File: src/rtl/seg7_pkg.sv
// seg7_pkg: shared constants, digit type and the hex-to-segment table for the
// 4-digit common-anode scanner.
//   DIGIT_W    width of one digit code {dot, hex nibble}
//   NUM_DIGITS number of multiplexed digits
//   SEG_BLANK  all cathodes off (active-low)
//   ANODE_OFF  all anodes off (active-low)
//   hex_to_seg nibble -> 7-bit active-low pattern, bit0 = a .. bit6 = g
package seg7_pkg;

  localparam int DIGIT_W    = 5;
  localparam int NUM_DIGITS = 4;

  localparam logic [7:0]            SEG_BLANK = 8'hFF;
  localparam logic [NUM_DIGITS-1:0] ANODE_OFF = '1;

  typedef struct packed {
    logic       dot;
    logic [3:0] hex;
  } digit_t;

  function automatic logic [6:0] hex_to_seg(input logic [3:0] nibble);
    logic [6:0] segs;
    segs = 7'h7F;
    case (nibble)
      4'h0: segs = 7'h40;
      4'h1: segs = 7'h79;
      4'h2: segs = 7'h24;
      4'h3: segs = 7'h30;
      4'h4: segs = 7'h19;
      4'h5: segs = 7'h12;
      4'h6: segs = 7'h02;
      4'h7: segs = 7'h78;
      4'h8: segs = 7'h00;
      4'h9: segs = 7'h10;
      4'hA: segs = 7'h08;
      4'hB: segs = 7'h03;
      4'hC: segs = 7'h46;
      4'hD: segs = 7'h21;
      4'hE: segs = 7'h06;
      4'hF: segs = 7'h0E;
      default: segs = 7'h7F;
    endcase
    return segs;
  endfunction

endpackage

File: src/rtl/seg7_scan_driver_if.sv
// seg7_scan_driver_if: bundle between the display register bank / board pins
// and the scanner.
//   in_a..in_d  digit codes {dot, hex}, in_a rightmost
//   digit_en    per-digit enable (live)
//   bright      PWM brightness, 7 = full, 0 = 1/8 duty (live)
//   seg_select  anode select, active-low
//   dec_out     cathodes, active-low, [7] = DP
//   frame_start one-cycle pulse after each new snapshot
// master: the side that supplies digits and watches the pins.
// slave : the scanner itself.
interface seg7_scan_driver_if;
  import seg7_pkg::*;

  logic [DIGIT_W-1:0]    in_a;
  logic [DIGIT_W-1:0]    in_b;
  logic [DIGIT_W-1:0]    in_c;
  logic [DIGIT_W-1:0]    in_d;
  logic [NUM_DIGITS-1:0] digit_en;
  logic [2:0]            bright;
  logic [NUM_DIGITS-1:0] seg_select;
  logic [7:0]            dec_out;
  logic                  frame_start;

  modport master (
    output in_a, in_b, in_c, in_d, digit_en, bright,
    input  seg_select, dec_out, frame_start
  );

  modport slave (
    input  in_a, in_b, in_c, in_d, digit_en, bright,
    output seg_select, dec_out, frame_start
  );

endinterface

File: src/rtl/seg7_hex_decoder.sv
// seg7_hex_decoder: combinational {dot, hex} -> 8-bit active-low cathode
// pattern.
//   i_digit  {dot, hex nibble}, dot = 1 means lit
//   o_dec    [6:0] = a..g, [7] = DP, all active-low
module seg7_hex_decoder
  import seg7_pkg::*;
(
  input  logic [DIGIT_W-1:0] i_digit,
  output logic [7:0]         o_dec
);

  digit_t w_digit;

  assign w_digit = digit_t'(i_digit);
  assign o_dec   = {~w_digit.dot, hex_to_seg(w_digit.hex)};

endmodule

File: src/rtl/seg7_scan_driver.sv
// seg7_scan_driver: time-multiplexed scanner for a 4-digit common-anode
// 7-segment display. Rotates through the digits one slot of REFRESH_DIV
// cycles at a time, blanks the first BLANK_CYCLES of every slot, applies
// brightness PWM and decodes the snapshotted digit onto the cathodes.
//   i_clk    system clock
//   i_rst_n  asynchronous active-low reset
//   bus      seg7_scan_driver_if.slave (digits, enables, brightness, pins)
// Parameters: REFRESH_DIV >= 2, 1 <= BLANK_CYCLES < REFRESH_DIV.
module seg7_scan_driver
  import seg7_pkg::*;
#(
  parameter int REFRESH_DIV  = 100000,
  parameter int BLANK_CYCLES = 1000
) (
  input logic               i_clk,
  input logic               i_rst_n,
  seg7_scan_driver_if.slave bus
);

  localparam int CNT_W = (REFRESH_DIV > 1) ? $clog2(REFRESH_DIV) : 1;
  localparam int IDX_W = $clog2(NUM_DIGITS);

  localparam logic [CNT_W-1:0] CNT_LAST  = CNT_W'(REFRESH_DIV - 1);
  localparam logic [CNT_W-1:0] CNT_BLANK = CNT_W'(BLANK_CYCLES);

  logic [CNT_W-1:0]                   r_cnt;
  logic [IDX_W-1:0]                   r_idx;
  logic [2:0]                         r_pwm;
  logic [NUM_DIGITS-1:0][DIGIT_W-1:0] r_snap;
  logic                               r_frame_start;
  logic [NUM_DIGITS-1:0]              r_seg_select;
  logic [7:0]                         r_dec_out;

  logic                  w_slot_end;
  logic                  w_frame_tick;
  logic                  w_lit;
  logic [DIGIT_W-1:0]    w_cur_digit;
  logic [7:0]            w_dec;
  logic [NUM_DIGITS-1:0] w_anode;

  assign w_slot_end   = (r_cnt == CNT_LAST);
  assign w_frame_tick = (r_cnt == '0) && (r_idx == '0);

  // cnt >= BLANK_CYCLES also guarantees the snapshot cycle (cnt == 0) is
  // never lit, so a new snapshot can never mix into a visible digit.
  assign w_lit = (r_cnt >= CNT_BLANK) && bus.digit_en[r_idx] && (r_pwm <= bus.bright);

  assign w_cur_digit = r_snap[r_idx];
  assign w_anode     = ~(NUM_DIGITS'(1) << r_idx);

  seg7_hex_decoder u_dec (
    .i_digit (w_cur_digit),
    .o_dec   (w_dec)
  );

  // Slot counter, digit index and free-running PWM phase.
  always_ff @(posedge i_clk or negedge i_rst_n) begin
    if (!i_rst_n) begin
      r_cnt <= '0;
      r_idx <= '0;
      r_pwm <= '0;
    end else begin
      r_pwm <= r_pwm + 3'd1;
      if (w_slot_end) begin
        r_cnt <= '0;
        r_idx <= r_idx + IDX_W'(1);
      end else begin
        r_cnt <= r_cnt + CNT_W'(1);
      end
    end
  end

  // Digits are frozen once per frame so a bus write cannot tear a frame.
  always_ff @(posedge i_clk or negedge i_rst_n) begin
    if (!i_rst_n) begin
      r_snap        <= '0;
      r_frame_start <= 1'b0;
    end else begin
      r_frame_start <= w_frame_tick;
      if (w_frame_tick) begin
        r_snap <= {bus.in_d, bus.in_c, bus.in_b, bus.in_a};
      end
    end
  end

  always_ff @(posedge i_clk or negedge i_rst_n) begin
    if (!i_rst_n) begin
      r_seg_select <= ANODE_OFF;
      r_dec_out    <= SEG_BLANK;
    end else if (w_lit) begin
      r_seg_select <= w_anode;
      r_dec_out    <= w_dec;
    end else begin
      r_seg_select <= ANODE_OFF;
      r_dec_out    <= SEG_BLANK;
    end
  end

  assign bus.seg_select  = r_seg_select;
  assign bus.dec_out     = r_dec_out;
  assign bus.frame_start = r_frame_start;

endmodule

File: src/flat_wrapper.sv
// flat-port wrapper written by rule: the top's interface ports become plain ports
module seg7_scan_driver_flat import seg7_pkg::*;
#(
  parameter int REFRESH_DIV  = 100000,
  parameter int BLANK_CYCLES = 1000
)
  (i_clk, i_rst_n, bus_in_a, bus_in_b, bus_in_c, bus_in_d, bus_digit_en, bus_bright, bus_seg_select, bus_dec_out, bus_frame_start);
  seg7_scan_driver_if bus_i ();
  input logic i_clk;
  input logic i_rst_n;
  input wire logic [$bits(bus_i.in_a)-1:0] bus_in_a;
  input wire logic [$bits(bus_i.in_b)-1:0] bus_in_b;
  input wire logic [$bits(bus_i.in_c)-1:0] bus_in_c;
  input wire logic [$bits(bus_i.in_d)-1:0] bus_in_d;
  input wire logic [$bits(bus_i.digit_en)-1:0] bus_digit_en;
  input wire logic [$bits(bus_i.bright)-1:0] bus_bright;
  output wire logic [$bits(bus_i.seg_select)-1:0] bus_seg_select;
  output wire logic [$bits(bus_i.dec_out)-1:0] bus_dec_out;
  output wire logic [$bits(bus_i.frame_start)-1:0] bus_frame_start;
  assign bus_i.in_a = bus_in_a;
  assign bus_i.in_b = bus_in_b;
  assign bus_i.in_c = bus_in_c;
  assign bus_i.in_d = bus_in_d;
  assign bus_i.digit_en = bus_digit_en;
  assign bus_i.bright = bus_bright;
  assign bus_seg_select = bus_i.seg_select;
  assign bus_dec_out = bus_i.dec_out;
  assign bus_frame_start = bus_i.frame_start;
  seg7_scan_driver #(.REFRESH_DIV(REFRESH_DIV), .BLANK_CYCLES(BLANK_CYCLES)) u_core (.i_clk(i_clk), .i_rst_n(i_rst_n), .bus(bus_i));
endmodule
File: config.mk
export PLATFORM = sky130hd
export DESIGN_NAME = seg7_scan_driver_flat
export DESIGN_NICKNAME = d
export VERILOG_FILES = /design/src/rtl/seg7_pkg.sv /design/src/rtl/seg7_scan_driver_if.sv /design/src/rtl/seg7_hex_decoder.sv /design/src/rtl/seg7_scan_driver.sv /design/src/flat_wrapper.sv
export SDC_FILE = /design/constraint.sdc
export NUM_CORES = 1
export LEC_CHECK = 0
export CAP_MARGIN = 20
export CORE_MARGIN = 1.5
export CORE_UTILIZATION = 30
export DETAILED_ROUTE_END_ITERATION = 12
export GPL_ROUTABILITY_DRIVEN = 0
export PLACE_DENSITY_LB_ADDON = 0.08
export SLEW_MARGIN = 20
export SYNTH_ARGS = -nofsm -noshare
export SYNTH_HDL_FRONTEND = slang
export SYNTH_SLANG_ARGS = --single-unit
File: constraint.sdc
create_clock -name i_clk -period 3.02 [get_ports i_clk]
set_input_delay 0.755 -clock i_clk [delete_from_list [all_inputs] [get_ports i_clk]]
set_output_delay 0.755 -clock i_clk [all_outputs]
set_load 0.005 [all_outputs]
run_1/met1.png
Scale bar: 20 um.
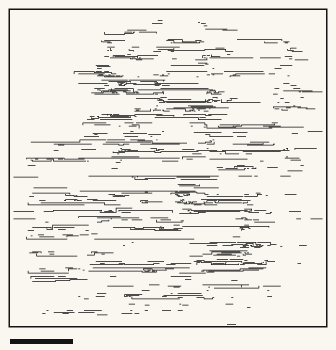
The layer holds 52% of the routed length. The longest straight run is 41.4 um. The layer carries 2840 um of wire. The wires run mostly horizontal.
met1 usage: 18.6%
WL final: 5430 um
Vias: 1759

run_1/met2.png
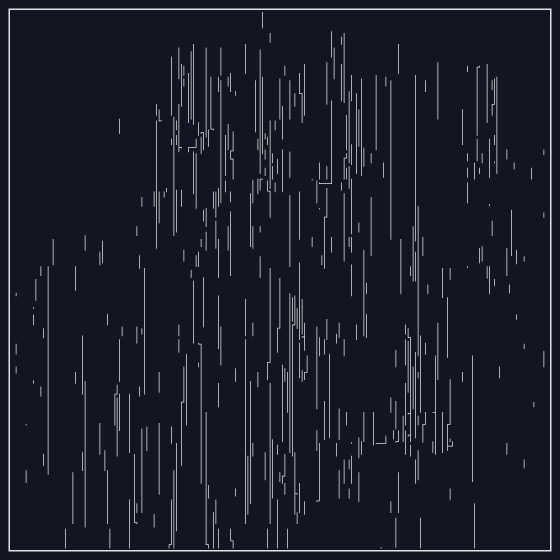
The wires run mostly vertical. The longest straight run is 38.8 um. The layer holds 43% of the routed length. 242 nets have wire on it.
met2 Resource Use GR: 17.2%

==> results.cfg, run 1 <==
; generated from flow reports
[cells_and_area]
clkCellAreaFrac_pct = 3.76
drive_gt1_share_pct = 22.8
syn_to_final_growth_pct = 23.0
signal_buffers = 44
layout.cells.most_common = dfrtp_1
area.sequential_mm2 = 0.00139
logic_area_mm2 = 0.00138
nonClkBufAreaFrac_pct = 12.1

[die]
fp_util_pct = 31.0
core_area_mm2 = 0.00924
die_h_um = 101

[synth]
muxShareOfSynthArea_pct = 19.6
yosys-top-cells-area = dfrtp_1 (38%), mux2_4 (12%), dfstp_2 (11%)
synth-edff-count = 0
ys_types = 37

[setup_path]
worst-setup-path-type = primary input to flop
critPathArrivalTime_ps = 2580
cp-endpoint = u_core.bus.dec_out[2]

[clock_tree]
cts_setup_buffers = 0
clk_pin_slew_ps = 100
cts_buffers = 5
worstSkewPairLatency_ps = 300
cts_root_buffer = clkbuf_8

[route]
routedWlPerCell_um = 13.7
wl_met3_um = 227

[power]
p_int_mw = 1.15
p_clk_share_pct = 39.3
p_seq_uw = 758

[sta]
slew_headroom_pct = 52.7
tns_ps = 0

[run_status]
outcome = finished, final reports clean
run_1/met3.png
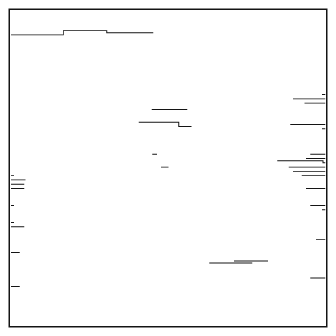
30 nets have wire on it. The longest straight run is 16.6 um. The layer holds 4.2% of the routed length. The layer carries 228 um of wire. The wires run mostly horizontal.
M3 GR Usage: 2.50%

[run 1: metrics by stage]
stage,hold slack (ps),cell area (um^2),std cells
global placement,440,3390,389
detailed placement,447,3390,389
finish,418,3530,397
floorplan,418,2870,223
CTS,433,3530,397
global route,454,3530,397
[run 1: cells in the mapped netlist (5+ instances only)]
| cell | number |
|---|---|
| a21oi_1 | 5 |
| and3_1 | 5 |
| dfrtp_1 | 43 |
| dfstp_2 | 12 |
| ha_1 | 16 |
| inv_1 | 9 |
| mux2_2 | 5 |
| mux2_4 | 22 |
| nand2_1 | 16 |
| nand3_1 | 11 |
| nor2_1 | 8 |
| nor3_1 | 8 |
| xnor2_1 | 6 |
| xor2_1 | 9 |
run_1/final_congestion.png
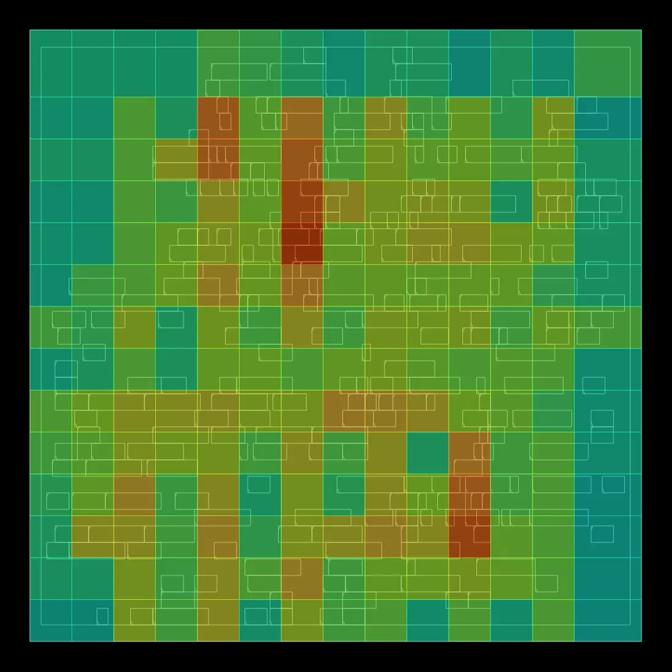

==> inputs of run 2 (changes only) <==
Clock period 3.02 ns to 2.4 ns, I/O delays scaled along.
run_2/final_congestion.png
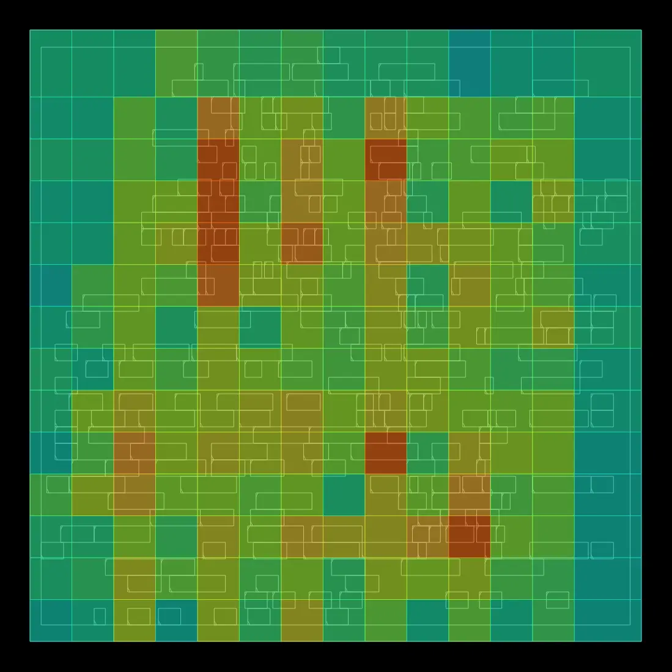
grt peak-use layer: met1
Routed WL per cell: 13.8 um

run_2/met3.png
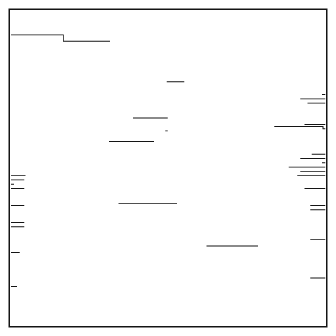
The wires run mostly horizontal. The layer holds 4.1% of the routed length. The longest straight run is 18.4 um.
Vias: 1835
WL final: 5540 um
M3 GR Usage: 2.57%

==> run 2 against run 1 <==
Effect of this change: critical path depth is 1 lower; non-clock buffer count increased by 5; clock skew up 0.59 ps; clock-buffer cell count unchanged; combinational power increased by 29%; via count up 4.3%; clock power up 13%; register-to-register slack lost 430 ps; routed wire length grew 2.2%; global-route usage down 0.15 points; critical endpoint is now u_core.bus.dec_out[0]; largest cell class unchanged; largest power group unchanged.
==> results.cfg, run 2 <==
; generated from flow reports
[cells_and_area]
syn_to_final_growth_pct = 25.1
final_cells = 402
lay_top_cells = dfrtp_1 (43), clkdlybuf4s50_1 (40), mux2_4 (22)
drive_gt1_share_pct = 24.5
layout.cells.most_common = dfrtp_1
postLayoutCellArea_mm2 = 0.00359

[sta]
holdWs_ps = 270
rsz0062_at_grt = no
slew_headroom_pct = 62.1
tns_ps = 0
setup_viol = 0

[synth]
yosysMostFrequentCell = dfrtp_1
synth_cells = 223
ys_types = 37
async_reset_ff_share_pct = 100
muxShareOfSynthArea_pct = 19.6
yosys-top-cells-area = dfrtp_1 (38%), mux2_4 (12%), dfstp_2 (11%)
synth_adder_area_share_pct = 6.98
top_cells_by_count = dfrtp_1 (43), mux2_4 (22), ha_1 (16), nand2_1 (16), dfstp_2 (12)
synth-edff-count = 0
top_cell_area_share_pct = 37.5

[clock_tree]
clk_pin_slew_ps = 100
cts_root_buffer = clkbuf_8
cts_setup_buffers = 0
cts_buffers = 5
worstSkewPairLatency_ps = 310

[run_status]
outcome = finished, final reports clean

[setup_path]
critPathArrivalTime_ps = 2390
r2r_cells = 7
cp-endpoint = u_core.bus.dec_out[0]
worst-setup-path-type = flop to flop
r2r_setup_slack_ps = 260

[power]
p_int_mw = 1.37
p_clk_share_pct = 36.8
switching_share_pct = 21.6

[route]
wl_met3_um = 227
wl_met2_um = 2430

[die]
core_area_mm2 = 0.00924
rows = 35
fp_util_pct = 31.0
io_pins = 42
die_h_um = 101

[place]
place_area_mm2 = 0.00347
dp_hpwl_um = 4050
dp_cells = 394

[grt]
met2_usage_pct = 17.5
grt_use_total_pct = 12.0
use_met1_pct = 17.6

[run]
maxCapViolCount = 0
warnings = 35
run 2: cell counts after synthesis:
Identical to the previous run, type by type.
run 2: worst max-delay path: stages, from the launching register on:
cell and delay, ps:
dfrtp_1 480, mux4_2 620, inv_1 160, ha_1 330
mux2i_1 120, a21oi_1 170, o22ai_1 110, nand2_1 80
run 2: power groups by stage:
stage	Clock (mW)	Sequential [mW]	Combinational (mW)
after floorplan	0	0.968	0.0741
after global placement	0	0.971	0.157
after detailed placement	0	0.971	0.156
after CTS	0.678	0.954	0.157
after global routing	0.716	0.956	0.170
final	0.645	0.954	0.154
run 2: area by class of cell:
cell class | instances | area (um^2)
tap | 129 | 161
clock buffer | 6 | 82.6
fill | 904 | 5650
multi-input combinational | 151 | 1380
timing repair buffer | 49 | 503
clock inverter | 2 | 35.0
sequential | 55 | 1390
inverter | 10 | 37.5
==> inputs of run 3 (changes only) <==
Settings changed: REMOVE_ABC_BUFFERS set to 1.
==> run 3 against run 2 <==
Effect of this change: sequential power is essentially flat; global-route usage is 0.49 points higher; clock power decreased by 22%; critical path type is now primary input to flop; critical path depth rose by 2.
==> results.cfg, run 3 <==
; generated from flow reports
[setup_path]
cp-endpoint = u_core.bus.dec_out[0]
crit_family = buffers and inverters
worst-setup-path-type = primary input to flop
r2r_cells = 7
critPathArrivalTime_ps = 2390
cpPeakStageDelay_ps = 450
crit_chain = clkdlybuf4s50_1 > inv_1 > ha_1 > nor2b_1 > o21a_1 > o21ai_0 > and3_1 > buf_4 > nand2_1

[run_status]
outcome = finished, final reports clean

[cells_and_area]
final_cells = 402
lay_top_cells = dfrtp_1 (43), clkdlybuf4s50_1 (40), mux2_4 (22)
syn_to_final_growth_pct = 23.4
nFillCells = 904
drive_gt1_share_pct = 23.4
layout.cells.most_common = dfrtp_1

[synth]
top_cells_by_count = dfrtp_1 (43), mux2_4 (22), ha_1 (16), nand2_1 (16), dfstp_2 (12)
async_reset_ff_share_pct = 100
top_cell_area_share_pct = 37.5
synth_adder_area_share_pct = 6.98
yosys-top-cells-area = dfrtp_1 (38%), mux2_4 (12%), dfstp_2 (11%)
muxShareOfSynthArea_pct = 19.6
synth_cells = 223
synth-edff-count = 0
ys_types = 37

[sta]
rsz0062_at_grt = no
tns_ps = 0
slew_headroom_pct = 66.6

[clock_tree]
cts_setup_buffers = 0
cts_buffers = 5
cts_root_buffer = clkbuf_8
clk_pin_slew_ps = 100

[die]
core_area_mm2 = 0.00924
io_pins = 42
rows = 35
fp_util_pct = 31.0
die_h_um = 101

[run]
maxCapViolCount = 0
warnings = 34

[grt]
grt_busiest_layer = met1
use_met3_pct = 2.64

[route]
wl_met3_um = 225

[place]
place_area_mm2 = 0.00346
run 3: cell counts after synthesis:
No cell type changed its count.
run 3: power breakdown:
group | total (mW) | internal, mW | switching [mW] | leakage (nW)
sequential | 0.954 | 0.944 | 0.00972 | 0.662
combinational | 0.153 | 0.0916 | 0.0613 | 0.829
clock | 0.501 | 0.209 | 0.292 | 0.0395
total | 1.61 | 1.24 | 0.363 | 1.53
run 3: cell type report:
cell class / instances / area [um^2] / share of cell area, %
Timing Repair Buffer: 49 / 490 / 13.9
Tap cell: 129 / 161 / 4.56
Inverter: 10 / 37.5 / 1.06
Multi-Input combinational cell: 151 / 1380 / 38.9
Sequential cell: 55 / 1390 / 39.3
Clock buffer: 8 / 80.1 / 2.26
run_3/final_congestion.png
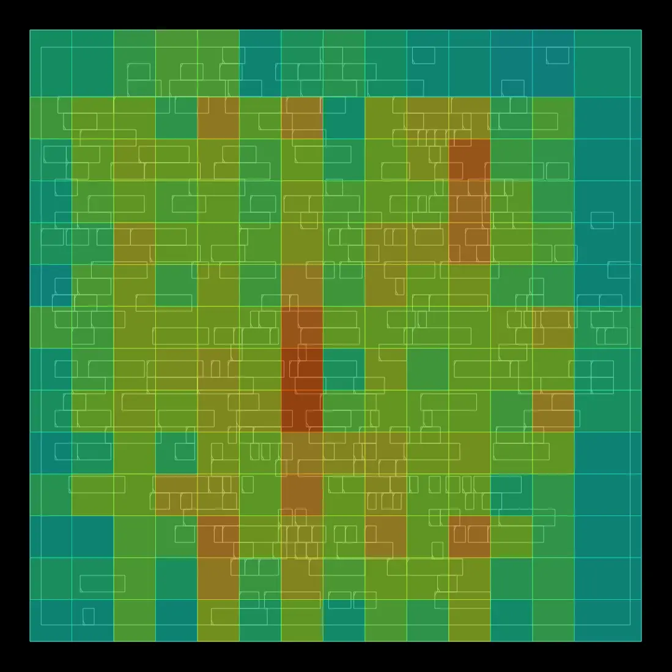
met1 usage: 19.2%
met2 Resource Use GR: 17.4%

run_3/met1.png
Scale bar: 20 um.
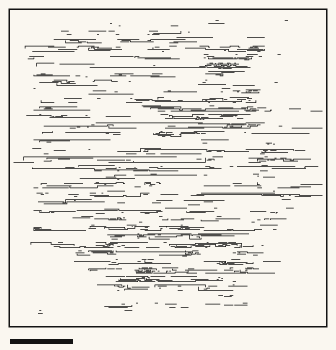
Vias: 1803
WL final: 5710 um

Power and IR drop assume default switching activity.
